### src/rtl/riscv_mon_pkg.sv
// Shared definitions for the run monitor: FSM encodings, default halt word, trace entry layout.
// No logic here: constants, types and a saturating increment helper only.
// No flow control of its own; the users of these types apply it.
package riscv_mon_pkg;

   localparam logic [1:0] ST_HOLD    = 2'b00;
   localparam logic [1:0] ST_RUN     = 2'b01;
   localparam logic [1:0] ST_HALTED  = 2'b10;
   localparam logic [1:0] ST_TIMEOUT = 2'b11;

   localparam int          DEF_XLEN      = 32;
   localparam logic [31:0] DEF_HALT_INSN = 32'h0000_0073;

   typedef struct packed {
      logic [DEF_XLEN-1:0] pc;
      logic [DEF_XLEN-1:0] ins;
   } trace_entry_t;

   function automatic int trace_width(input int xlen);
      return 2 * xlen;
   endfunction

   function automatic logic [31:0] sat_inc(input logic [31:0] v);
      return (v == 32'hFFFF_FFFF) ? v : v + 32'd1;
   endfunction

endpackage

### src/rtl/mon_trace_fifo.sv
// First-word-fall-through trace FIFO; head entry is visible on pop_dat while non-empty.
// Latency: a push is visible at the head one cycle later; pop takes effect on the clock edge.
// Backpressure: push while full is dropped unless a pop happens in the same cycle; pop while empty is ignored.
module mon_trace_fifo #(
   parameter int WIDTH = 64,
   parameter int DEPTH = 16
) (
   input  logic             clk,
   input  logic             rst,
   input  logic             push,
   input  logic [WIDTH-1:0] push_dat,
   input  logic             pop,
   output logic [WIDTH-1:0] pop_dat,
   output logic             full,
   output logic             empty
);

   localparam int AW = $clog2(DEPTH);

   logic [WIDTH-1:0] mem [DEPTH];
   logic [AW:0]      wptr;
   logic [AW:0]      rptr;
   logic             do_push;
   logic             do_pop;

   // The extra top bit tells a full FIFO apart from an empty one when the indices match.
   assign empty   = (wptr == rptr);
   assign full    = (wptr[AW] != rptr[AW]) && (wptr[AW-1:0] == rptr[AW-1:0]);
   assign do_pop  = pop && !empty;
   assign do_push = push && (!full || do_pop);
   assign pop_dat = mem[rptr[AW-1:0]];

   always_ff @(posedge clk) begin
      if (!rst) begin
         wptr <= '0;
         rptr <= '0;
      end else begin
         if (do_push) wptr <= wptr + 1'b1;
         if (do_pop)  rptr <= rptr + 1'b1;
      end
   end

   always_ff @(posedge clk) begin
      if (do_push) mem[wptr[AW-1:0]] <= push_dat;
   end

endmodule

### src/rtl/riscv_run_monitor.sv
// Run controller for the pipeline core: holds core_rst, then tracks pc/instruction until halt or timeout.
// Latency: all outputs registered; core_rst drops RST_HOLD cycles after rst releases.
// Backpressure: trace entries that find the FIFO full are dropped and flagged in sticky trace_ovf.
module riscv_run_monitor
   import riscv_mon_pkg::*;
#(
   parameter int              XLEN           = DEF_XLEN,
   parameter int              RST_HOLD       = 5,
   parameter int              TIMEOUT_CYCLES = 1024,
   parameter int              STALL_LIMIT    = 4,
   parameter int              TRACE_DEPTH    = 16,
   parameter logic [XLEN-1:0] HALT_INSN      = XLEN'(DEF_HALT_INSN)
) (
   input  logic            clk,
   input  logic            rst,
   output logic            core_rst,
   input  logic [XLEN-1:0] current_pc,
   input  logic [XLEN-1:0] instruction,
   input  logic            trace_rd,
   output logic            trace_valid,
   output logic [XLEN-1:0] trace_pc,
   output logic [XLEN-1:0] trace_ins,
   output logic            trace_ovf,
   output logic [31:0]     cycle_cnt,
   output logic [31:0]     retire_cnt,
   output logic [1:0]      state,
   output logic            done
);

   localparam int TW = trace_width(XLEN);

   logic [1:0]      st;
   logic [31:0]     hold_cnt;
   logic [31:0]     stall_cnt;
   logic [31:0]     stall_nxt;
   logic [XLEN-1:0] prev_pc;
   logic            first;
   logic            run;
   logic            pc_chg;
   logic            halt_hit;
   logic            tmo_hit;
   logic            push;
   logic            pop;
   logic            fifo_full;
   logic            fifo_empty;
   logic [TW-1:0]   head;

   assign run       = (st == ST_RUN);
   // The first RUN sample is always a retirement, even if the core starts at pc 0.
   assign pc_chg    = first || (current_pc != prev_pc);
   assign stall_nxt = pc_chg ? 32'd0 : stall_cnt + 32'd1;
   assign halt_hit  = (instruction == HALT_INSN) || (stall_nxt >= 32'(STALL_LIMIT - 1));
   assign tmo_hit   = (cycle_cnt == 32'(TIMEOUT_CYCLES - 1));
   assign push      = run && pc_chg;
   assign pop       = trace_rd && (st != ST_HOLD);

   assign state                 = st;
   assign done                  = (st == ST_HALTED) || (st == ST_TIMEOUT);
   assign trace_valid           = !fifo_empty;
   assign {trace_pc, trace_ins} = head;

   always_ff @(posedge clk) begin
      if (!rst) begin
         st         <= ST_HOLD;
         core_rst   <= 1'b1;
         hold_cnt   <= '0;
         stall_cnt  <= '0;
         prev_pc    <= '0;
         first      <= 1'b1;
         cycle_cnt  <= '0;
         retire_cnt <= '0;
         trace_ovf  <= 1'b0;
      end else begin
         if (push && fifo_full && !(pop && !fifo_empty)) trace_ovf <= 1'b1;
         case (st)
            ST_HOLD: begin
               hold_cnt <= hold_cnt + 32'd1;
               if (hold_cnt == 32'(RST_HOLD - 1)) begin
                  st       <= ST_RUN;
                  core_rst <= 1'b0;
                  first    <= 1'b1;
                  prev_pc  <= '0;
               end
            end
            ST_RUN: begin
               cycle_cnt <= sat_inc(cycle_cnt);
               if (pc_chg) retire_cnt <= sat_inc(retire_cnt);
               stall_cnt <= stall_nxt;
               prev_pc   <= current_pc;
               first     <= 1'b0;
               if (halt_hit)     st <= ST_HALTED;
               else if (tmo_hit) st <= ST_TIMEOUT;
            end
            default: ;
         endcase
      end
   end

   mon_trace_fifo #(
      .WIDTH (TW),
      .DEPTH (TRACE_DEPTH)
   ) u_fifo (
      .clk      (clk),
      .rst      (rst),
      .push     (push),
      .push_dat ({current_pc, instruction}),
      .pop      (pop),
      .pop_dat  (head),
      .full     (fifo_full),
      .empty    (fifo_empty)
   );

endmodule

### config.mk
export PLATFORM = sky130hd
export DESIGN_NAME = riscv_run_monitor
export DESIGN_NICKNAME = d
export VERILOG_FILES = /design/src/rtl/riscv_mon_pkg.sv /design/src/rtl/mon_trace_fifo.sv /design/src/rtl/riscv_run_monitor.sv
export SDC_FILE = /design/constraint.sdc
export NUM_CORES = 1
export LEC_CHECK = 0
export ABC_AREA = 1
export CORE_ASPECT_RATIO = 1.5
export CORE_MARGIN = 2
export CORE_UTILIZATION = 35
export CTS_BUF_LIST = sky130_fd_sc_hd__clkbuf_16
export DETAILED_ROUTE_END_ITERATION = 6
export GPL_TIMING_DRIVEN = 0
export PLACE_DENSITY = 0.52
export SLEW_MARGIN = 10
export SYNTH_ARGS = -nofsm -noshare
export SYNTH_HDL_FRONTEND = slang
export SYNTH_SLANG_ARGS = --single-unit
export TNS_END_PERCENT = 20
### constraint.sdc
create_clock -name clk -period 7.4 [get_ports clk]
set_clock_uncertainty 0.15 [all_clocks]
set_input_delay 2.22 -clock clk [delete_from_list [all_inputs] [get_ports clk]]
set_output_delay 2.22 -clock clk [all_outputs]
set_load 0.01 [all_outputs]
Figure 1. M1 wires (run 1).
Bar = 100 µm.
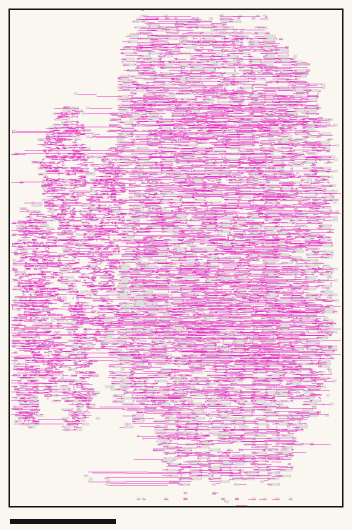
The longest straight run is 116 µm. The layer carries 64.2 mm of wire. 4,488 nets have wire on it.

Figure 2. Met2 routing (run 1).
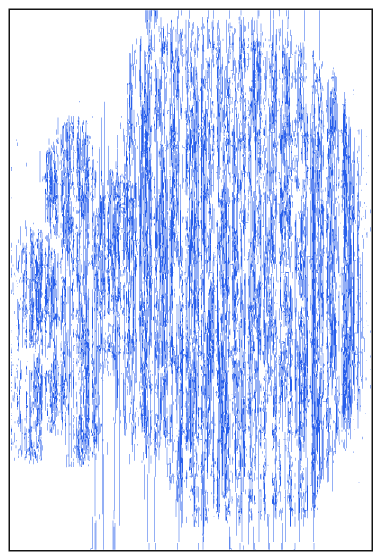
3,718 nets have wire on it. The layer carries 84.8 mm of wire. The wires run mostly vertical. The longest straight run is 228 µm. The layer holds 52% of the routed length.
drt total wl: 163,500 µm
grt met2 use: 0.3939
vias post-DR: 34,380

Figure 3. Metal 3 (run 1).
Bar = 100 µm.
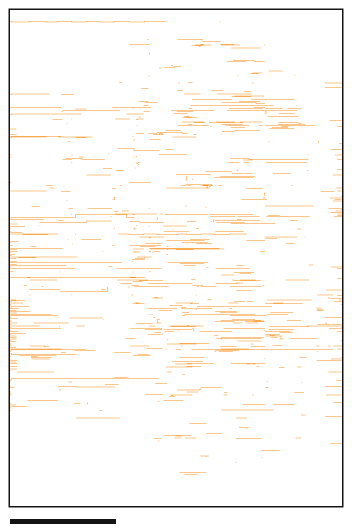
The layer carries 9,190 µm of wire. The layer holds 5.6% of the routed length. 394 nets have wire on it. The wires run mostly horizontal.

==> summary.txt, run 1 <==
CP max-delay cell - buf_1
Placed Cells - 6,422
Sw frac - 0.2736
Metal3 WL - 9188 µm
Residual DRC - 0
Tool warnings - 31
Hold Violations, Final - 0
Cell Rows - 170
Ys flop type - edfxtp_1
Hold Startpoint - hold_cnt[10]$_SDFFE_PN0P_
Post CTS Setup Buffer Count - 0
Total gr overflow - 0
RePlAce Congestion - 0.8970
# diodes - 4
Initial antenna violation count - 13
Post-synth EDFFs - 1,024
Placeable Area - 143,200 µm²
Top non-seq family - AND-OR/OR-AND gates
Worst hold path depth - 2
Comb/total area - 0.2278
Signal inverters - 478
#FFs+latches synth - 1,203
Synthesized instance count - 4,280
Leakage Power - 0.01948 µW
Worst VDD drop - 0.1718 mV
R2R Path Start - state[0]$_SDFFE_PN0P_
Final clock-cell share - 0.06170
Xor/xnor share - 0.008840
Synth cell count leaders - 1,024 x edfxtp_1, 472 x inv_1, 464 x nand2_1
Worst Path Arrival - 4.75 ns
Bufs and invs on worst path - 4
Mux area share - 0.05071
Largest register FFs - 1,024
Num CTS Buffers - 116
Asr flop ratio synth - 0
Worst reg2reg setup slack - 3.29 ns
Crit start category - register
Area Growth Syn to Fin - 18.43%
Reg2reg end - u_fifo.mem[15][21]$_DFFE_PP_
Max Freq - 140.4 MHz
Total Nets Final - 4,724
Sink Count - 1,203
Dpl ws - 0.5036 ns
Max_slew headroom - 0.1945
And-or/or-and share of the synthesized area - 0.1192
Post-cts resize count - 1
CTS Hold Bufs - 0
Clock transition at the registers of the reported paths - 0.06 ns
Port Buf Inserts - 200
R2R depth - 11
Final setup violation count - 0
Synth area leader - edfxtp_1
Global-route usage over all layers - 0.2180
Top layer in use - met5
Flop count - 1,203
Synthesis warning total - 0
Gr busiest metal - met2
Synth Area in Adders - 0.002476
Setup TNS Final - 0 ns
Worst slew pin tran - 1.208 ns
CP max stage delay - 0.94 ns
Tapcells - 1,892
RSZ-0062 raised after global routing - no
YS chip area - 50,530 µm²
Yosys stat cell total - 4,280
Met1 wire length - 64,200 µm
Clock Tree Root - clkbuf_16
Register area - 34,330 µm²
Worst-Skew Late Latency - 0.75 ns
Yosys cell types - 38
Initial drt markers - 2,821
Max-cap violations - 0
Maximum fanout along the worst path - 10
Synth Seq Share - 0.6794
Mean Syn Cell Area - 11.81 µm²
IO Count - 201
First-pass GRT wire length - 234,100 µm
DIE WIDTH - 314.2 µm
DR vias/cell - 5.179
Clk pwr share - 0.368
WL per Instance - 24.63 µm
Critical path class - reg -> out
Routed wl met2 - 84,790 µm
Clk pwr - 5880 µW
Final core occ - 0.4181
Top Consumer - sequential cells
Die Size - 147,500 µm²
Worst Setup End Kind - primary output
Cell area leaders - edfxtp_1 61%, dfxtp_1 7.1%, mux2i_1 5.1%
Worst setup endpoint - trace_pc[26]
Hold Path Sink - hold_cnt[10]$_SDFFE_PN0P_
Synthesized area - 50,530 µm²
# fillers - 13,490
Top-count cell post-synth - edfxtp_1
Levels on crit path - 8
Non-CTS buffers - 476
Detail Placement HPWL - 113,700 µm
Signal buffers share of area - 0.06707
Worst path top cell family by delay - buffers and inverters
Mapped Nets - 4,357
Comb. pwr - 2410 µW
H-tree depth - 3
CP required - 5.03 ns
Area leader share - 0.6085
Die H - 469.4 µm
Largest net degree at the start of global routing - 24
Period utilization - 0.9622
Longest Clk Path Bufs - 3
Status - completed
Top cell category - registers
Sequential power - 7680 µW
MI comb cells - 2,372
Met1 usage - 0.2607
Net switching power - 4370 µW
Final hold slack - 0.3151 ns
Sequential Power Share - 0.481
Tmin final - 7.120 ns
Total power - 15,970 µW
Sequential share of cell area - 0.5737
GRT met3 Usage - 0.03323
==> inputs of run 2 (changes only) <==
CORE_MARGIN = not set   (was 2)
clock period = 9.25 ns   (was 7.4 ns; I/O delays follow)
Figure 4. M1 wires (run 2).
Bar = 100 µm.
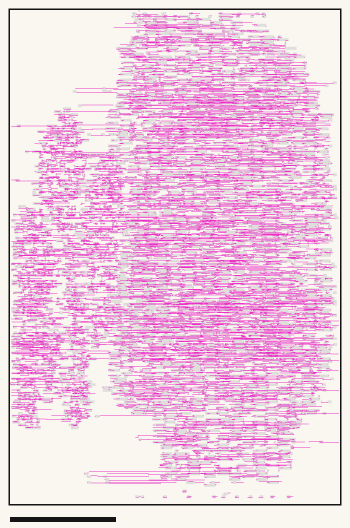
The wires run mostly horizontal. The layer carries 63.0 mm of wire. The layer holds 39% of the routed length. 4,470 nets have wire on it. The longest straight run is 106 µm.

Figure 5. Signal wires on met4 (run 2).
Bar = 100 µm.
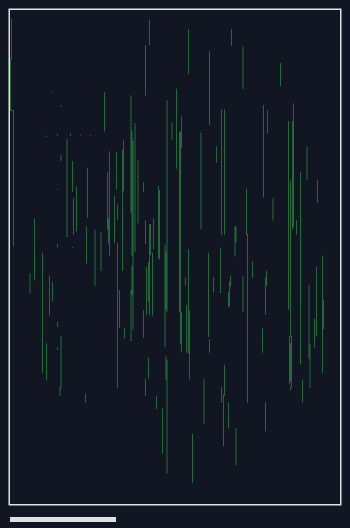
The layer carries 6,920 µm of wire. 85 nets have wire on it. The longest straight run is 201 µm. The wires run mostly vertical.
vias post-DR: 34,750
drt total wl: 163,100 µm

Figure 6. Met2 routing (run 2).
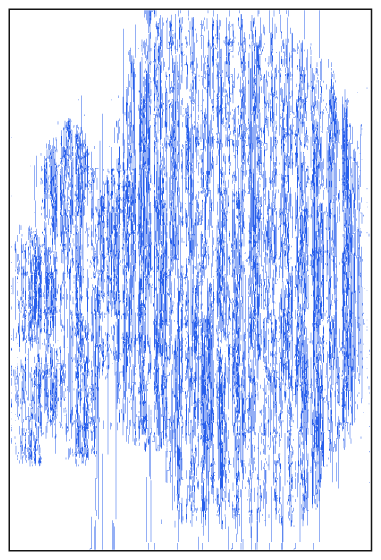
grt met2 use: 0.3977

==> summary.txt, run 2 <==
Bufs and invs on worst path - 6
Non-CTS buffers - 476
Sequential Power Share - 0.482
Clock Tree Root - clkbuf_16
Global-route usage over all layers - 0.2215
Cell Rows - 170
Top cell category - registers
Asr flop ratio synth - 0
Total gr overflow - 0
Die Size - 145,900 µm²
Final setup violation count - 0
Pwr Density - 213.3 nW/µm²
DIE WIDTH - 312.2 µm
Final core occ - 0.4176
Top-count cell post-synth - edfxtp_1
Met1 wire length - 63,000 µm
Total power - 12,750 µW
Hold Startpoint - hold_cnt[10]$_SDFFE_PN0P_
Num CTS Buffers - 115
Sequential power - 6150 µW
Worst hold path depth - 2
Synth cell count leaders - 1,024 x edfxtp_1, 472 x inv_1, 464 x nand2_1
Mean Syn Cell Area - 11.81 µm²
Worst Setup End Kind - primary output
Port Buf Inserts - 200
WL per Instance - 24.57 µm
Detail Placement HPWL - 113,200 µm
Synthesized area - 50,530 µm²
Initial antenna violation count - 12
Clock transition at the registers of the reported paths - 0.07 ns
Routed wl met2 - 83,310 µm
DR vias/cell - 5.235
R2R depth - 11
Maximum fanout along the worst path - 10
Placed Cells - 6,421
First-pass GRT wire length - 235,400 µm
Signal buffers share of area - 0.06633
Post-synth EDFFs - 1,024
Post-cts resize count - 0
Synth Area in Adders - 0.002476
Hold Violations, Final - 0
And-or/or-and share of the synthesized area - 0.1192
Sw frac - 0.2712
Clk pwr share - 0.367
Max_slew headroom - 0.07544
Worst setup endpoint - trace_ins[20]
Clk pwr - 4680 µW
Period utilization - 0.8902
Cell area leaders - edfxtp_1 61%, dfxtp_1 7.1%, mux2i_1 5.1%
Final hold slack - 0.3160 ns
Worst path top cell family by delay - buffers and inverters
Flop count - 1,203
RePlAce Congestion - 0.8827
Reg2reg end - u_fifo.mem[14][25]$_DFFE_PP_
CTS tree - built
Residual DRC - 0
YS chip area - 50,530 µm²
Yosys stat cell total - 4,280
CTS Hold Bufs - 0
Levels on crit path - 9
Tmin final - 8.234 ns
Worst reg2reg setup slack - 5.22 ns
Max Freq - 121.4 MHz
Xor/xnor share - 0.008840
Leakage Power - 0.01942 µW
Dpl ws - 1.867 ns
Register area - 34,330 µm²
Crit start category - register
IO Count - 201
# diodes - 6
Worst VDD drop - 0.1401 mV
Tapcells - 1,892
Die H - 467.4 µm
Net switching power - 3459 µW
Largest net degree at the start of global routing - 24
GRT met3 Usage - 0.03792
Critical path class - reg -> out
Largest register FFs - 1,024
Max-cap violations - 0
Synth area leader - edfxtp_1
Synth Seq Share - 0.6794
MI comb cells - 2,372
Ys flop type - edfxtp_1
Yosys cell types - 38
Final clock-cell share - 0.06143
Hold Path Sink - hold_cnt[10]$_SDFFE_PN0P_
R2R Path Start - state[0]$_SDFFE_PN0P_
Sink Count - 1,203
Status - completed
H-tree depth - 3
Mapped Nets - 4,357
Area Growth Syn to Fin - 18.31%
Tool warnings - 31
#FFs+latches synth - 1,203
Top layer in use - met5
Synthesis warning total - 0
Comb/total area - 0.2281
Signal inverters - 478
Mux area share - 0.05071
Gr busiest metal - met2
Met1 usage - 0.2578
Top non-seq family - AND-OR/OR-AND gates
Comb. pwr - 1920 µW
CP max stage delay - 1.07 ns
RSZ-0062 raised after global routing - no
Sequential share of cell area - 0.5743
CP max-delay cell - clkbuf_1
Placeable Area - 143,200 µm²
Worst slew pin tran - 1.387 ns
Top Consumer - sequential cells
Area leader share - 0.6085
Synthesized instance count - 4,280
Longest Clk Path Bufs - 3
Initial drt markers - 2,777
Setup TNS Final - 0 ns
Power and IR drop assume default switching activity.
